<file path="src/rtl/fifo_reader.sv">
// Burst reader for a FIFO valid/ready output: takes exactly len words and accumulates a checksum.
// Optional `define THROTTLE_EN adds a GAP state that holds rdy low for gap cycles after each non-final word.
//
//   state  | meaning
//   S_IDLE | waiting for start; rdy low
//   S_READ | rdy high, accepting words, timeout timer running
//   S_GAP  | rdy low for gap cycles between words (THROTTLE_EN only)
//   S_DONE | one-cycle done pulse, then back to S_IDLE
module fifo_reader #(
  parameter int DATA_W  = 8,
  parameter int LEN_W   = 16,
  parameter int GAP_W   = 4,
  parameter int TIMEOUT = 1024
) (
  input  logic              clk,
  input  logic              rst,
  input  logic              start,
  input  logic [LEN_W-1:0]  len,
  input  logic [GAP_W-1:0]  gap,
  input  logic [DATA_W-1:0] data_out,
  input  logic              data_out_vld,
  output logic              data_out_rdy,
  output logic              busy,
  output logic              done,
  output logic              err,
  output logic [LEN_W-1:0]  word_cnt,
  output logic [DATA_W-1:0] checksum
);

  localparam int TMR_W = $clog2(TIMEOUT + 1);
  localparam logic [TMR_W-1:0] TMR_INIT = TMR_W'(TIMEOUT - 1);

`ifdef THROTTLE_EN
  typedef enum logic [1:0] {S_IDLE, S_READ, S_GAP, S_DONE} state_t;
  logic [GAP_W-1:0] gap_cnt;
`else
  typedef enum logic [1:0] {S_IDLE, S_READ, S_DONE} state_t;
  logic unused_gap;
  assign unused_gap = ^gap;
`endif

  state_t           state;
  logic [LEN_W-1:0] len_q;
  logic [TMR_W-1:0] tmr;

  always_ff @(posedge clk or posedge rst) begin
    if (rst) begin
      state        <= S_IDLE;
      len_q        <= '0;
      tmr          <= '0;
      word_cnt     <= '0;
      checksum     <= '0;
      err          <= 1'b0;
      data_out_rdy <= 1'b0;
      busy         <= 1'b0;
      done         <= 1'b0;
`ifdef THROTTLE_EN
      gap_cnt      <= '0;
`endif
    end else begin
      done <= 1'b0;
      case (state)
        S_IDLE: begin
          if (start) begin
            len_q    <= len;
            word_cnt <= '0;
            checksum <= '0;
            err      <= 1'b0;
            tmr      <= TMR_INIT;
            busy     <= 1'b1;
            if (len == '0) begin
              state <= S_DONE;
              done  <= 1'b1;
            end else begin
              state        <= S_READ;
              data_out_rdy <= 1'b1;
            end
          end
        end
        S_READ: begin
          if (data_out_vld) begin
            word_cnt <= word_cnt + LEN_W'(1);
            checksum <= checksum + data_out;
            tmr      <= TMR_INIT;
            if (word_cnt + LEN_W'(1) == len_q) begin
              state        <= S_DONE;
              data_out_rdy <= 1'b0;
              done         <= 1'b1;
            end
`ifdef THROTTLE_EN
            else if (gap != '0) begin
              state        <= S_GAP;
              gap_cnt      <= gap - GAP_W'(1);
              data_out_rdy <= 1'b0;
            end
`endif
          end else if (tmr == '0) begin
            // FIFO empty for TIMEOUT consecutive READ cycles
            err          <= 1'b1;
            state        <= S_DONE;
            data_out_rdy <= 1'b0;
            done         <= 1'b1;
          end else begin
            tmr <= tmr - TMR_W'(1);
          end
        end
`ifdef THROTTLE_EN
        S_GAP: begin
          if (gap_cnt == '0) begin
            state        <= S_READ;
            data_out_rdy <= 1'b1;
          end else begin
            gap_cnt <= gap_cnt - GAP_W'(1);
          end
        end
`endif
        S_DONE: begin
          state <= S_IDLE;
          busy  <= 1'b0;
        end
        default: begin
          state        <= S_IDLE;
          busy         <= 1'b0;
          data_out_rdy <= 1'b0;
        end
      endcase
    end
  end

endmodule

</file>
<file path="config.mk">
export PLATFORM = sky130hd
export DESIGN_NAME = fifo_reader
export DESIGN_NICKNAME = d
export VERILOG_FILES = /design/src/rtl/fifo_reader.sv
export SDC_FILE = /design/constraint.sdc
export NUM_CORES = 1
export LEC_CHECK = 0
export ABC_AREA = 1
export CORE_UTILIZATION = 40
export DETAILED_ROUTE_END_ITERATION = 10
export GPL_ROUTABILITY_DRIVEN = 0
export HOLD_SLACK_MARGIN = 0.12
export SKIP_CTS_REPAIR_TIMING = 1
export SYNTH_ARGS = -nofsm -noshare
export SYNTH_HDL_FRONTEND = slang
export SYNTH_SLANG_ARGS = --single-unit
</file>
<file path="constraint.sdc">
create_clock -name clk -period 4.3 [get_ports clk]
set_input_delay 1.29 -clock clk [delete_from_list [all_inputs] [get_ports clk]]
set_output_delay 1.29 -clock clk [all_outputs]
set_load 0.03 [all_outputs]
</file>
==> run notes, run 1 <==
Physical implementation

The run finished with clean final reports. The count of placed standard cells including taps is 609. For reference, the top logic cell family by area is simple AND/OR/NAND/NOR gates. The terminating pin of the worst hold path is data_out_rdy.

The number of global-route vias before repair was about 3000. The number of stages on the worst setup path is 13. The worst reg-to-reg setup slack is 2.14 ns. Clock tree synthesis selected as its root buffer the cell clkbuf_8. In this run, synthesis inferred 0 flip-flops with an integrated enable. The final net count is 557. Summing all multiplexer cells gives an area fraction of 0%.

The number of synthesized register bits is 57. Per the timing report, the most critical flop-to-flop path originates at word_cnt[0]. The number of different library cells in the post-synthesis netlist is 30. The design draws ~2300 uW. The power per standard cell area is 546.7 nW/um2. Setup violations remaining at the end of the flow were counted as 0. The area overhead of the layout relative to synthesis is 27.48%. The data arrival at the endpoint of the critical path is between 3 and 4 ns. The measured slew at the worst slew-check pin is 0.6498 ns.

Among all stages on the critical path, the largest delay is contributed by clkdlybuf4s50_1. STA classifies the critical path endpoint as a register. According to the Yosys statistics, the synthesized design has a chip area of 3351 um2. The tool flagged a number of max-cap violations equal to 0. As reported, the later end of the worst-skew pair has a clock insertion delay of 0.34 ns. The number of cell instances after yosys synthesis is 451. Clock tree synthesis found a total of 57 sinks. In the final timing run, aggregate negative setup slack is 0 ns.

The max-slew violation total from the final report is 0. The leakage power of the design is 0.001992 uW. The antenna violation net count after detailed routing is 0.

The first detailed-routing pass took 4 iterations. The XOR/XNOR share of the synthesized area is 2.913%. The number of synthesis warnings is 0. By area the synthesized netlist is led by dfrtp_1 (43%), nand2_1 (14%), inv_1 (7.3%), o21ai_0 (6.3%), nor2_1 (4.7%). The worst-case headroom to the max-slew limit is 56.63%. The worst min-delay path class is reg2reg. Synthesis produced a netlist whose cell count is 451.

The synthesized area divided by synthesized cell count is 7.430 um2. The first-pass GRT wire length is 13.81 mm. The H-tree was split into 3 levels. The flip-flop cell with the highest count after synthesis is dfrtp_1. Note, the detailed placer reported a final HPWL of 5.878 mm. The worst setup path is of the in2reg kind.

The routed via count is 3113. The final period demand of the worst path is 2.860 ns. The sequential fraction of the synthesis area is 42.57%. Broken down by cell family, the worst path's largest delay share belongs to AND-OR/OR-AND gates. The timing endpoint of the critical path is checksum[7]. The origin of the worst min-delay path is data_out_rdy.

The highest achievable clock rate is 349.7 MHz. The layout summary lists the proportion of cells stronger than drive strength 1 as 7.129%. The remaining global-route overflow is 0. The number of buffer and inverter instances along the worst setup path is 1.

In the post-synthesis netlist, the cell with the most instances is nand2_1. The required time of the critical path is between 4 and 5 ns. Setup repair after global routing left no endpoint under its margin. CTS reports a maximum clock tree buffer depth of 2. The number of placement rows is 33. In the synthesized netlist, the cells that appear most often are nand2_1 (122), inv_1 (65), dfrtp_1 (57), nor2_1 (42), o21ai_0 (42). Yosys reported that registers with async set or reset make up 100.0%. Setup slack on the worst path after placement came out at 1.085 ns. The cell type contributing the most total cell area after synthesis is dfrtp_1.

Per the detailed-route log, wirelength across all metal layers totals 8.163 mm. The utilization after layout is 52.25%. The number of DRC violations after detailed routing is 0. The critical path maximum fanout is 5.

IR analysis of the VDD net gives a maximum drop of about 0.00023 V. Dividing the final minimum period by the clock period gives 66.51%. For the worst reg-to-reg path, the endpoint reported by OpenROAD is data_out_rdy. The cell area after technology mapping is 3351 um2. Summing the areas of all and, or, nand and nor instances in the mapped netlist gives just over 30% of the synthesized area. The CTS tree is yes. The number of fill cells in the layout is 808.

Looking at the worst setup and hold paths, the clock pins of their registers show a slew of 0.07 ns. The number of cells traversed by the worst register-to-register path is 14. The clock arrives with ~0.0083 ns of skew. Before placement the cells fill 40.99% of the core. Yosys reports that the leading cell type by area covers 42.57% of the netlist area. In the post-route analysis, the smallest setup slack over all paths is 1.440 ns.

The startpoint class of the critical path is an input port. The overall global routing resource usage is between 20% and 30%. According to the timing report, the critical path is launched from data_out[2]. Synthesis produced a netlist with a net count of ~500. Hold analysis shows the worst path with a depth of 2. The cell seen most often among critical-path stages is nand2_1. The cell sequence reported for the critical path is clkdlybuf4s50_1 > ha_1 > a21oi_1 > nand2_1 > nand2_1 > nand2_1 > a21oi_1 > nor2_1 > o21ai_0 > nand2_1 > nand2_1 > nand2_1 > o21ai_0.

The routed length per instance is 13.08 um. The largest incremental delay on the critical path is 0.41 ns. The pin count of the biggest net entering global routing is 34. Using the TritonRoute via totals, the vias-per-cell ratio works out to 4.989. The cell-mix breakdown from Yosys lists the compound-gate area share as 10.94%. The horizontal extent of the die is 93.53 um. After the first detailed-routing iteration, the DRC count stood at 98. Per the OpenROAD floorplan log, the area of the die is 8747 um2. Buffers inserted during clock tree synthesis total 9. The initial antenna violation count is 0.

The tool warning count for the run is 30. The final hold violation count recorded for this run is 0. For reference, full adder, half adder and majority cells occupy 3.958% of the area reported after synthesis.

The final standard cell count with taps included and fillers excluded is between 600 and 700. The final antenna diode count is 0.
run 1: flip-flops by register name (all words and copies together), names as in the netlist:
register	count
len_q	16
word_cnt	16
tmr	11
checksum	8
state	2
busy	1
data_out_rdy	1
done	1
err	1
run 1: layout by cell type (no fill, tap or decap), drive strengths merged, types with 3 or more instances in the layout:
cell type        n
ha               9
o22ai           10
nand4           14
nand3b           6
clkdlybuf4s50   55
nor2            51
a21oi            9
inv             68
xor2             6
buf              5
nor3             3
a31oi            3
clkbuf          13
dfrtp           57
o21ai           43
nand2          125
nand3           31
run 1: metal layers:
| metal | track usage, % | vias to the layer above | routed length, um | share of wire [%] |
|---|---|---|---|---|
| met5 | 0 | - | 0 | 0 |
| met4 | 6.923 | 0 | 148 | 1.8 |
| met3 | 5.691 | 17 | 391 | 4.8 |
| met2 | 34.19 | 73 | 3819 | 47 |
| met1 | 25.64 | 1428 | 3804 | 47 |
| li1 | - | 1595 | - | - |
run 1: final cells by class:
class | count | area, um2 | share of cell area (%)
Clock buffer | 13 | 168.9 | 3.954
Clock inverter | 2 | 60.06 | 1.406
Inverter | 69 | 259.0 | 6.063
Multi-Input combinational cell | 318 | 1638 | 38.34
Sequential cell | 57 | 1426 | 33.39
Tap cell | 105 | 131.4 | 3.076
Timing Repair Buffer | 60 | 588.1 | 13.77
run 1: metrics by stage:
| step | area [um2] | hold slack [ns] |
|---|---|---|
| floorplan | 3351 | 0.4548 |
| global placement | 4043 | 0.4652 |
| detailed placement | 4043 | 0.4660 |
| CTS | 4272 | 0.4827 |
| global route | 4272 | 0.5283 |
| finish | 4272 | 0.4779 |
run 1: power by group:
| part | switching (uW) | total (uW) | internal, uW |
|---|---|---|---|
| combinational | 563 | 936 | 373 |
| clock | 215 | 586 | 371 |
| sequential | 125 | 813 | 687 |
| total | 904 | 2340 | 1430 |
Fig. 1: run 1, sequential cells grouped by signal name
Bar = 20 um. Other sequential cells in the stronger grey, the rest of the logic in the fainter grey.
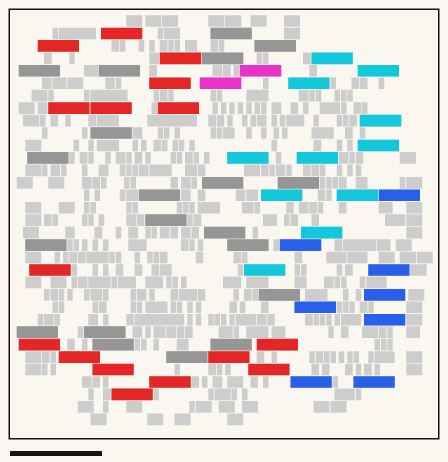
| colour | signal | placed flops |
|---|---|---|
| blue | checksum | 8 |
| cyan | tmr | 11 |
| magenta | state | 2 |
| red | len_q | 16 |
not coloured: 20

Fig. 2: run 1, cell density map
Bar = 20 um. The die is cut into 9 by 9 equal tiles; white is low, dark blue is high, 0 to 100% covered.
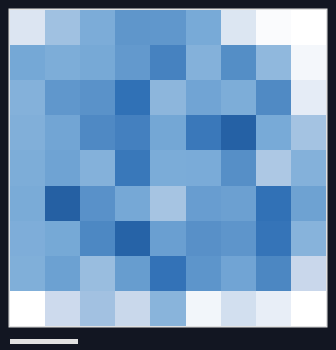
mean over tiles: 47%
fullest tile: 81%
emptiest ninth of the die: upper right

Fig. 3: run 1, I/O nets highlighted
Bar = 20 um.
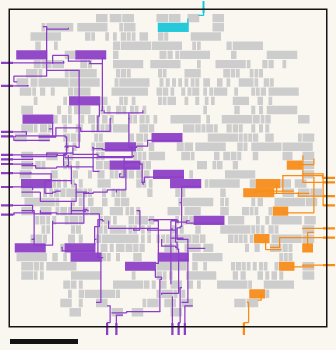
| colour | port | direction | end cells | buffers | wire |
|---|---|---|---|---|---|
| orange | data_out | input | 9 | 8 | 174 um |
| cyan | done | output | 1 | 1 | 4.40 um |
| purple | word_cnt | output | 16 | 16 | 939 um |
Top Ports: 60
PortBufs: 55

Fig. 4: run 1, floorplan with the power grid
Bar = 20 um. Pins as bars on the die edge. Tap cells in grey.
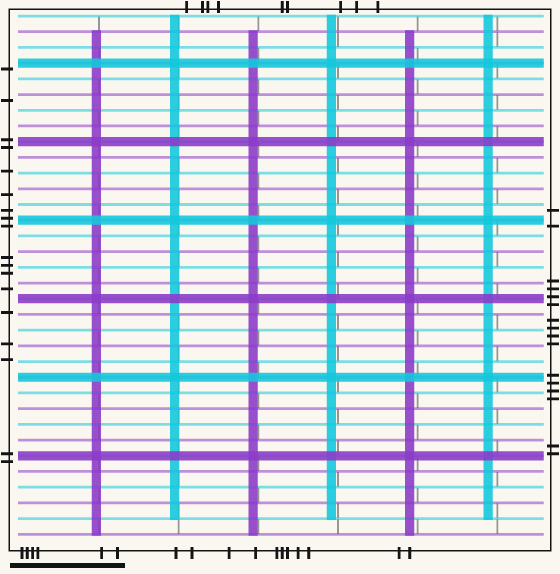
| colour | net |
|---|---|
| purple | VSS |
| cyan | VDD |
met5 straps: 6
rows: 33
signal pins: 60
tap cells: 105
met1 rails: 34
vertical die dimension: 93.53 um
area of the core region: 8175 um2

Fig. 5: run 1, placed standard cells
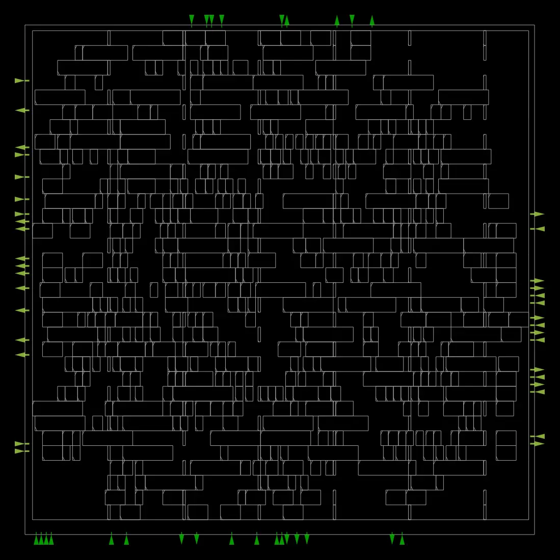

--- run 2 (diff from run 1) ---
Settings changed: PLACE_DENSITY set to 0.66.
Clock period 4.3 ns to 2.55 ns, I/O delays scaled along.
Fig. 6: run 2, placed standard cells
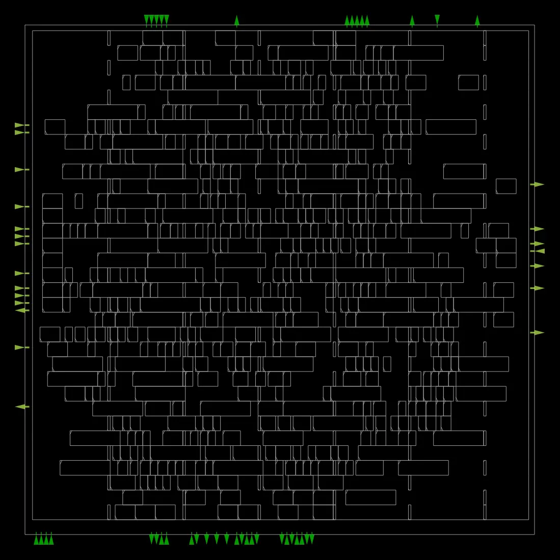
non-filler cells in the finished layout: 629
seq_cells: 57
total of fill cells in the finished design: 803

Fig. 7: run 2, floorplan with the power grid
Bar = 20 um. Pins as bars on the die edge. Tap cells in grey.
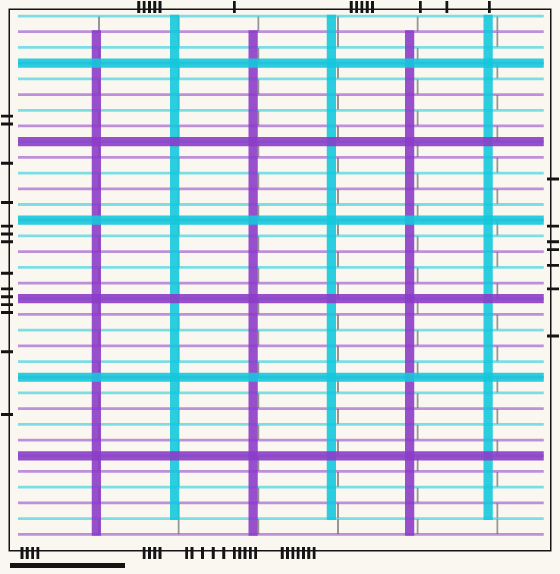
| colour | net |
|---|---|
| cyan | VDD |
| purple | VSS |
rows: 33
met5 straps: 6

==> run notes, run 2 <==
Physical implementation

The fraction of power spent switching nets is 39.71% (was 38.70%). The worst setup slack before clock tree synthesis is -0.1227 ns (was 1.085 ns). The net count of the mapped netlist is 493 (unchanged).

The cell type contributing the most total cell area after synthesis is dfrtp_1 (unchanged). The internal portion of total power is 2387 uW (was 1431 uW). The antenna violation net count after detailed routing came to 0 (unchanged). The sequential fraction of the synthesis area is 42.57% (unchanged). The terminating pin of the worst hold path is data_out_rdy (unchanged).

The number of clock sinks seen by CTS is 57 (unchanged). The post-synthesis cell count is 451 (unchanged). The measured slew at the worst slew-check pin is 0.4003 ns (was 0.6498 ns). The highest-count logic cell in the final layout is nand2_1 (unchanged). Largest registers: len_q (16), word_cnt (16), tmr (11) (unchanged). The share of cell area taken by muxes after synthesis is 0% (unchanged).

The final hold violation count was 0 (unchanged). The startpoint of the lowest-slack register-to-register path is tmr[0] (was word_cnt[0]). The overall global routing resource usage is 19.73% (was 20.55%). The required time of the critical path is 1.79 ns (was 4.56 ns).

The final net count is 562 (was 557). The largest incremental delay on the critical path is 0.72 ns (was 0.41 ns). The worst min-delay path class was reg2reg (unchanged).

The most congested layer reported by global routing is met2 (unchanged). The power dissipated by switching net loads was 1572 uW (was 903.8 uW). The global-route track usage on met3 was 2.520% (was 5.691%).

The number of synthesized register bits is 57 (unchanged). The met1 routing resource usage after global routing is 28.48% (was 25.64%). The number of synthesis warnings is 0 (unchanged). The clock edge transition at the registers on the reported setup and hold paths is 0.06 ns (was 0.07 ns).

The proportion of layout cells with a drive suffix above 1 is 8.206% (was 7.129%). The adder and majority gate portion of the synthesized area came to 3.958% (unchanged). The yosys-reported design area after synthesis came to 3351 um2 (unchanged). The violation count after the first detailed-routing iteration is 268 (was 98).

The maximum vdd drop is 0.0006796 V (was 0.0002292 V). The gate family responsible for the most delay along the worst path is buffers and inverters (was AND-OR/OR-AND gates). The leakage power of the design is 0.002019 uW (was 0.001992 uW). The routed length per instance is 12.30 um (was 13.08 um). The maximum clock path buffer count is 2 (unchanged). The data arrival at the endpoint of the critical path is 1.55 ns (was 3.12 ns). Top logic cells by instance count in the layout: nand2_1 (122), inv_1 (64), dfrtp_1 (57) (unchanged). The synthesized area divided by synthesized cell count is 7.430 um2 (unchanged). The buffer cell driving the clock tree root is clkbuf_8 (unchanged). The combinational family with the most area after synthesis is simple AND/OR/NAND/NOR gates (unchanged). The area fraction in compound gates after synthesis is 10.94% (unchanged).

The worst-case headroom to the max-slew limit is 73.29% (was 56.63%). The largest clock skew in the final design is 0.007692 ns (was 0.008335 ns). The cell area after technology mapping is 3351 um2 (unchanged).

The CTS tree is yes (unchanged). The number of placement rows was 33 (unchanged). The number of DRC violations after detailed routing is 0 (unchanged). The sequential share of power came to 35.0% (was 34.8%).

The fraction of the core area occupied by cells at floorplan is 40.99% (unchanged). The core outline area came to 8175 um2 (unchanged). The OpenROAD warning count is 30 (unchanged). The combinational share of power is 41.9% (was 40.1%). The number of buffer and inverter instances along the worst setup path is 1 (unchanged). The worst reg-to-reg setup slack is 0.47 ns (was 2.14 ns). The initial antenna violation count was 0 (unchanged). The power per standard cell area was 918.1 nW/um2 (was 546.7 nW/um2). The horizontal extent of the die is 93.53 um (unchanged). The final setup violation count is 0 (unchanged). The highest routed metal layer is met4 (unchanged). The depth of the CTS H-tree is 3 (unchanged). The met3 wire length is 230 um (was 391 um). The routed length on met2 is 3.454 mm (was 3.819 mm). The cell with the largest stage delay on the worst path is clkdlybuf4s50_1 (unchanged). The kind of critical path is reg2out (was in2reg).

The maximum net fanout on the critical path came to 6 (was 5). The vertical extent of the die came to 93.53 um (unchanged). The worst path in the final design needs a cycle of 2.318 ns, including I/O delays and setup. The first-pass GRT wire length was 13.34 mm (was 13.81 mm). The top-area cell type share of the netlist area is 42.57% (unchanged).

The number of placed I/O pins is 60 (unchanged). The startpoint class of the critical path is a register (was input port). The number of cells traversed by the worst register-to-register path was 14 (unchanged). The endpoint class of the critical path was an output port (was register). The simple-gate portion of the synthesized area came to 31.07% (unchanged). The clock latency reported for the late side of the worst-skew pair was 0.34 ns (about the same). The first-pass iteration count of the detailed router is 4 (unchanged). The share of flip-flops with an asynchronous set or reset after synthesis was 100.0% (unchanged).

The mean number of vias per cell is 4.895 (was 4.989). The number of buffers created by CTS came to 9 (unchanged). The number of cell instances after yosys synthesis is 451 (unchanged). The detailed-placement wirelength estimate is 5.933 mm (was 5.878 mm). The flip-flop cell with the highest count after synthesis is dfrtp_1 (unchanged).

The final total negative setup slack is 0 ns (unchanged). The share of the clock period used by the worst path after layout is about 91%. The max-slew violation total from the final report is 0 (unchanged). The final antenna diode count was 0 (unchanged). Dominant cells by area after synthesis: dfrtp_1 (43%), nand2_1 (14%), inv_1 (7.3%), o21ai_0 (6.3%), nor2_1 (4.7%) (unchanged). The XOR/XNOR share of the synthesized area came to 2.913% (unchanged). The endpoint of the worst-slack reg-to-reg timing path is tmr[8] (was data_out_rdy).

The max-cap check violation count came to 0 (unchanged). The pin count of the biggest net entering global routing is 45 (was 34). The depth of the worst hold-timing path came to 2 (unchanged). In this build the clock could be raised as far as between 400 and 500 MHz. The total power of the final layout is 3959 uW (was 2335 uW). RSZ-0062 raised after global routing: no (unchanged). The number of different library cells in the post-synthesis netlist is 30 (unchanged).

The routed via count is 3079 (was 3113). The number of enable flip-flop cells is 0 (unchanged). The setup slack of the critical path after layout is 0.2317 ns (was 1.440 ns).

The number of global-route vias before repair came to 2853 (was 3034). The most common cell in the netlist is nand2_1 (unchanged). The total die size came to 8747 um2 (unchanged). Status: complete, no violations (unchanged). The wire length on met1 is 3.919 mm (was 3.804 mm). Most frequent cells after synthesis: nand2_1 (122), inv_1 (65), dfrtp_1 (57), nor2_1 (42), o21ai_0 (42) (unchanged). The relative contribution of the clock network to total power is 23.1% (was 25.1%). Cell Chain, Critical Path: clkdlybuf4s50_1 (was clkdlybuf4s50_1 > ha_1 > a21oi_1 > nand2_1 > nand2_1 > nand2_1 > a21oi_1 > nor2_1 > o21ai_0 > nand2_1 > nand2_1 > nand2_1 > o21ai_0).

The worst hold margin came to 0.4769 ns (was 0.4779 ns). The routing usage on met2 is 29.84% (was 34.19%). The area overhead of the layout relative to synthesis is 28.72% (was 27.48%). The utilization after layout is 52.75% (was 52.25%). The detailed-route wire length was 7.735 mm (was 8.163 mm). The number of buffers added on ports is 55 (unchanged).

The origin of the worst min-delay path is data_out_rdy (unchanged). The remaining global-route overflow is 0 (unchanged).
[run 2: netlist changes by cell type in the layout (fill, tap and decap cells not counted), sizes merged]
cell	previous run	this run
clkbuf	13	9
buf	5	10
clkinv	1	5
[run 2: layout make-up]
cell class              count  area [um2]  area share [%]
well taps                 105       131.4           3.046
repair buffers             65       650.6           15.09
inverters                  69       259.0           6.005
clock buffers               9       123.9           2.872
flip-flops and latches     57        1426           33.07
clock inverters             6       83.83           1.944
multi-input cells         318        1638           37.98
[run 2: power by group through the flow]
stage          registers [uW]  logic [uW]  clock network (uW)
6_report                 1390        1660                 913
5_1_grt                  1420        1890                 965
4_1_cts                  1380        1680                 922
3_5_place_dp             1400        1670                   0
3_3_place_gp             1390        1630                   0
2_1_floorplan            1520         934                   0
[run 2: worst max-delay path by stage]
| stage | from | end | depth (start not counted) |
|---|---|---|---|
| 2_1_floorplan | rst | busy | 1 |
| 3_3_place_gp | data_out[2] | checksum[7] | 13 |
| 3_5_place_dp | data_out[2] | checksum[7] | 13 |
| 4_1_cts | word_cnt[3] | word_cnt[3] | 1 |
| 5_1_grt | data_out[2] | checksum[7] | 13 |
| 6_report | word_cnt[3] | word_cnt[3] | 1 |
[run 2: metrics by stage]
step           std cells  area [um2]
6_report             629        4313
5_1_grt              629        4313
4_1_cts              629        4313
3_5_place_dp         614        4105
3_3_place_gp         614        4105
2_1_floorplan        451        3351
[run 2: cell families (layout without fill, tap and decap cells)]
logic type	Yosys count	count (layout)
flip-flops	57	57
adder cells (fa/ha/maj)	10	10
AND/OR/NAND/NOR	232	232
buffers and inverters	76	149
XOR/XNOR	8	8
AND-OR/OR-AND	68	68
Fig. 8: run 2, cell density map
Bar = 20 um. The die is cut into 9 by 9 equal tiles; white is low, dark blue is high, 0 to 100% covered.
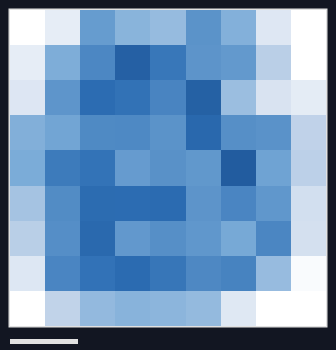

--- run 3 (diff from run 2) ---
Settings changed: DONT_BUFFER_PORTS set to 1, PLACE_DENSITY 0.66 to not set.
Fig. 9: run 3, cell density map
Bar = 20 um. The die is cut into 9 by 9 equal tiles; white is low, dark blue is high, 0 to 100% covered.
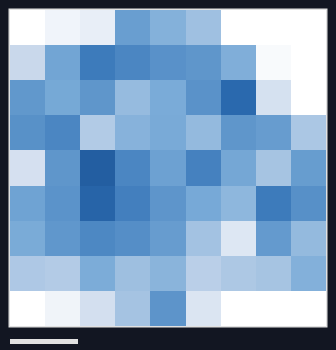
nearly empty tiles: 12%
mean over tiles: 41%
emptiest ninth of the die: upper right

==> run notes, run 3 <==
Physical implementation

The endpoint class of the critical path is a register (was output port). The number of buffers created by CTS came to 9 (unchanged). The violation count after the first detailed-routing iteration is 120 (was 268). The final net count is 511 (was 562). Most frequent cells after synthesis: nand2_1 (122), inv_1 (65), dfrtp_1 (57), nor2_1 (42), o21ai_0 (42) (unchanged). The maximum vdd drop was 0.0003623 V (was 0.0006796 V). The proportion of layout cells with a drive suffix above 1 is 9.110% (was 8.206%). The synthesized area divided by synthesized cell count is 7.430 um2 (unchanged). The number of buffer and inverter instances along the worst setup path is 0 (was 1). The kind of critical path is reg2reg (was reg2out). The clock latency reported for the late side of the worst-skew pair is 0.34 ns (about the same). The final hold violation count was 0 (unchanged). The routed via count is 2994 (was 3079).

The vertical extent of the die came to 93.53 um (unchanged). The final period demand of the worst path is 2.165 ns (was 2.318 ns). Top logic cells by instance count in the layout: nand2_1 (122), inv_1 (64), dfrtp_1 (57) (unchanged). Status: complete, no violations (unchanged). The highest-count logic cell in the final layout is nand2_1 (unchanged).

The post-synthesis cell count is 451 (unchanged). The maximum net fanout on the critical path came to 7 (was 6). The required time of the critical path is 2.78 ns (was 1.79 ns). The CTS tree was yes (unchanged). The startpoint class of the critical path is a register (unchanged). The share of the clock period used by the worst path after layout is 84.90% (was 90.92%).

The first-pass GRT wire length is 12.95 mm (was 13.34 mm). The number of global-route vias before repair is 2821 (was 2853). The worst-case headroom to the max-slew limit is 56.57% (was 73.29%). The max-slew violation total from the final report came to 0 (unchanged). The area overhead of the layout relative to synthesis came to 11.46% (was 28.72%). The cell with the largest stage delay on the worst path is dfrtp_1 (was clkdlybuf4s50_1). The max-cap check violation count was 0 (unchanged).

The total die size was 8747 um2 (unchanged). The gate family responsible for the most delay along the worst path is simple AND/OR/NAND/NOR gates (was buffers and inverters). The total power of the final layout came to 3502 uW (was 3959 uW).

The largest clock skew in the final design is 0.007307 ns (was 0.007692 ns). The cell area after technology mapping came to 3351 um2 (unchanged). The first-pass iteration count of the detailed router was 5 (was 4).

The sequential fraction of the synthesis area came to 42.57% (unchanged). The number of different library cells in the post-synthesis netlist came to 30 (unchanged). The fraction of the core area occupied by cells at floorplan is 40.99% (unchanged). The initial antenna violation count is 0 (unchanged).

The number of enable flip-flop cells is 0 (unchanged). The largest incremental delay on the critical path is 0.62 ns (was 0.72 ns). The pin count of the biggest net entering global routing came to 38 (was 45). By instance count, the cell type seen most on the critical path is nand2_1. The number of placed I/O pins is 60 (unchanged). Dominant cells by area after synthesis: dfrtp_1 (43%), nand2_1 (14%), inv_1 (7.3%), o21ai_0 (6.3%), nor2_1 (4.7%) (unchanged). The maximum clock path buffer count is 2 (unchanged).

The routed length per instance came to 13.51 um (was 12.30 um). The yosys-reported design area after synthesis is 3351 um2 (unchanged). The leakage power of the design is 0.001807 uW (was 0.002019 uW). The antenna violation net count after detailed routing was 0 (unchanged).

The number of buffers added on ports came to 0 (was 55). The share of flip-flops with an asynchronous set or reset after synthesis came to 100.0% (unchanged). The measured slew at the worst slew-check pin is 0.6507 ns (was 0.4003 ns). The clock edge transition at the registers on the reported setup and hold paths was 0.06 ns (about the same). Largest registers: len_q (16), word_cnt (16), tmr (11) (unchanged). The final setup violation count came to 0 (unchanged). The detailed-route wire length is 7.797 mm (was 7.735 mm). The final antenna diode count is 0 (unchanged). The overall global routing resource usage came to 19.60% (was 19.73%). The number of synthesis warnings is 0 (unchanged). The number of placement rows is 33 (unchanged). The worst min-delay path class is in2async (was reg2reg). The number of DRC violations after detailed routing came to 0 (unchanged). The number of cell instances after yosys synthesis came to 451 (unchanged).

The top-area cell type share of the netlist area is 42.57% (unchanged). The buffer cell driving the clock tree root was clkbuf_8 (unchanged). The number of synthesized register bits is 57 (unchanged). Cell Chain, Critical Path: nand2_1 > nor2_4 > nand3_1 > nand2_1 > nand2_1 > nand2_1 > nand2_1 > nor2_1 > nand2_1 > nor2_1 > nand2_1 > nand2_2 > nand2_1 > nand2_1 > nand2_1 (was clkdlybuf4s50_1). The number of clock sinks seen by CTS is 57 (unchanged). The flip-flop cell with the highest count after synthesis is dfrtp_1 (unchanged).

The most common cell in the netlist is nand2_1 (unchanged). The OpenROAD warning count came to 30 (unchanged). The mean number of vias per cell is 5.189 (was 4.895). The power per standard cell area came to 937.6 nW/um2 (was 918.1 nW/um2). The worst hold margin is 0.3394 ns (was 0.4769 ns).

The core outline area came to 8175 um2 (unchanged). RSZ-0062 raised after global routing: no (unchanged). The remaining global-route overflow came to 0 (unchanged).

The final total negative setup slack is 0 ns (unchanged). The cell type contributing the most total cell area after synthesis was dfrtp_1 (unchanged). The depth of the CTS H-tree is 3 (unchanged). The detailed-placement wirelength estimate is 5.799 mm (was 5.933 mm).

The net count of the mapped netlist came to 493 (unchanged). The horizontal extent of the die is 93.53 um (unchanged). The data arrival at the endpoint of the critical path is 2.39 ns (was 1.55 ns). The number of fill cells in the layout is 830 (was 803). The highest achievable clock rate is 461.9 MHz (was 431.3 MHz).
Fig. 10: run 3, sequential cells grouped by signal name
Bar = 20 um. Other sequential cells in the stronger grey, the rest of the logic in the fainter grey.
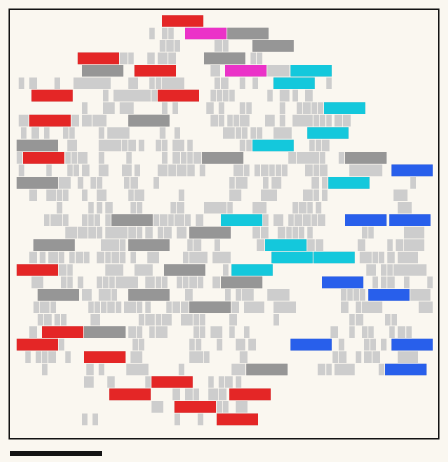
| colour | signal | placed flops |
|---|---|---|
| red | len_q | 16 |
| blue | checksum | 8 |
| cyan | tmr | 11 |
| magenta | state | 2 |

-- run 3: per-layer routing --
metal	global-route usage, %	wire length (um)
met1	23.23	3385
met2	33.27	3809
met3	7.236	523
met4	5.385	80
met5	0	0
-- run 3: final cells by class --
type | count | area [um2] | area share [%]
sequential | 57 | 1426 | 38.19
timing repair buffer | 14 | 117.6 | 3.149
tap | 105 | 131.4 | 3.518
multi-input combinational | 318 | 1638 | 43.85
inverter | 69 | 259.0 | 6.935
clock buffer | 14 | 162.7 | 4.355
-- run 3: cells by family (layout without fill, tap and decap cells) --
logic type / after synthesis / count (layout) / synth area share, %
adders and majority gates: 10 / 10 / 3.958
xor gates and xnor gates: 8 / 8 / 2.913
AOI/OAI and AO/OA: 68 / 68 / 10.94
buffers and inverters: 76 / 97 / 8.551
and+or+nand+nor: 232 / 232 / 31.07
DFF: 57 / 57 / 42.57
-- run 3: final timing paths --
path | from | slack (ns) | cells past startpoint | end
min in group clk | len_q[13] | 0.50 | 2 | len_q[13]
worst max register to register | word_cnt[7] | 0.39 | 15 | data_out_rdy
max in group asynchronous | rst | 1.62 | 2 | len_q[11]
worst min register to register | len_q[13] | 0.50 | 2 | len_q[13]
worst max-delay path | word_cnt[7] | 0.39 | 15 | data_out_rdy
worst min-delay path | rst | 0.34 | 1 | checksum[0]
-- run 3: metrics by stage --
stage / utilization [%] / setup WS, ns / instance area (um2) / instances
CTS: 45.68 / 0.3984 / 3735 / 577
floorplan: - / 0.3854 / 3351 / 451
global route: 45.68 / 0.09185 / 3735 / 577
detailed placement: 43.69 / 0.3015 / 3572 / 563
finish: 45.68 / 0.3850 / 3735 / 577
global placement: 43.69 / 0.3205 / 3572 / 563
-- run 3: report_power, final --
part	internal [uW]	switching [uW]	total, uW
clock	396	334	730
combinational	471	790	1260
sequential	1160	355	1510
No activity file was given, so power comes from the tool's default toggle rates.
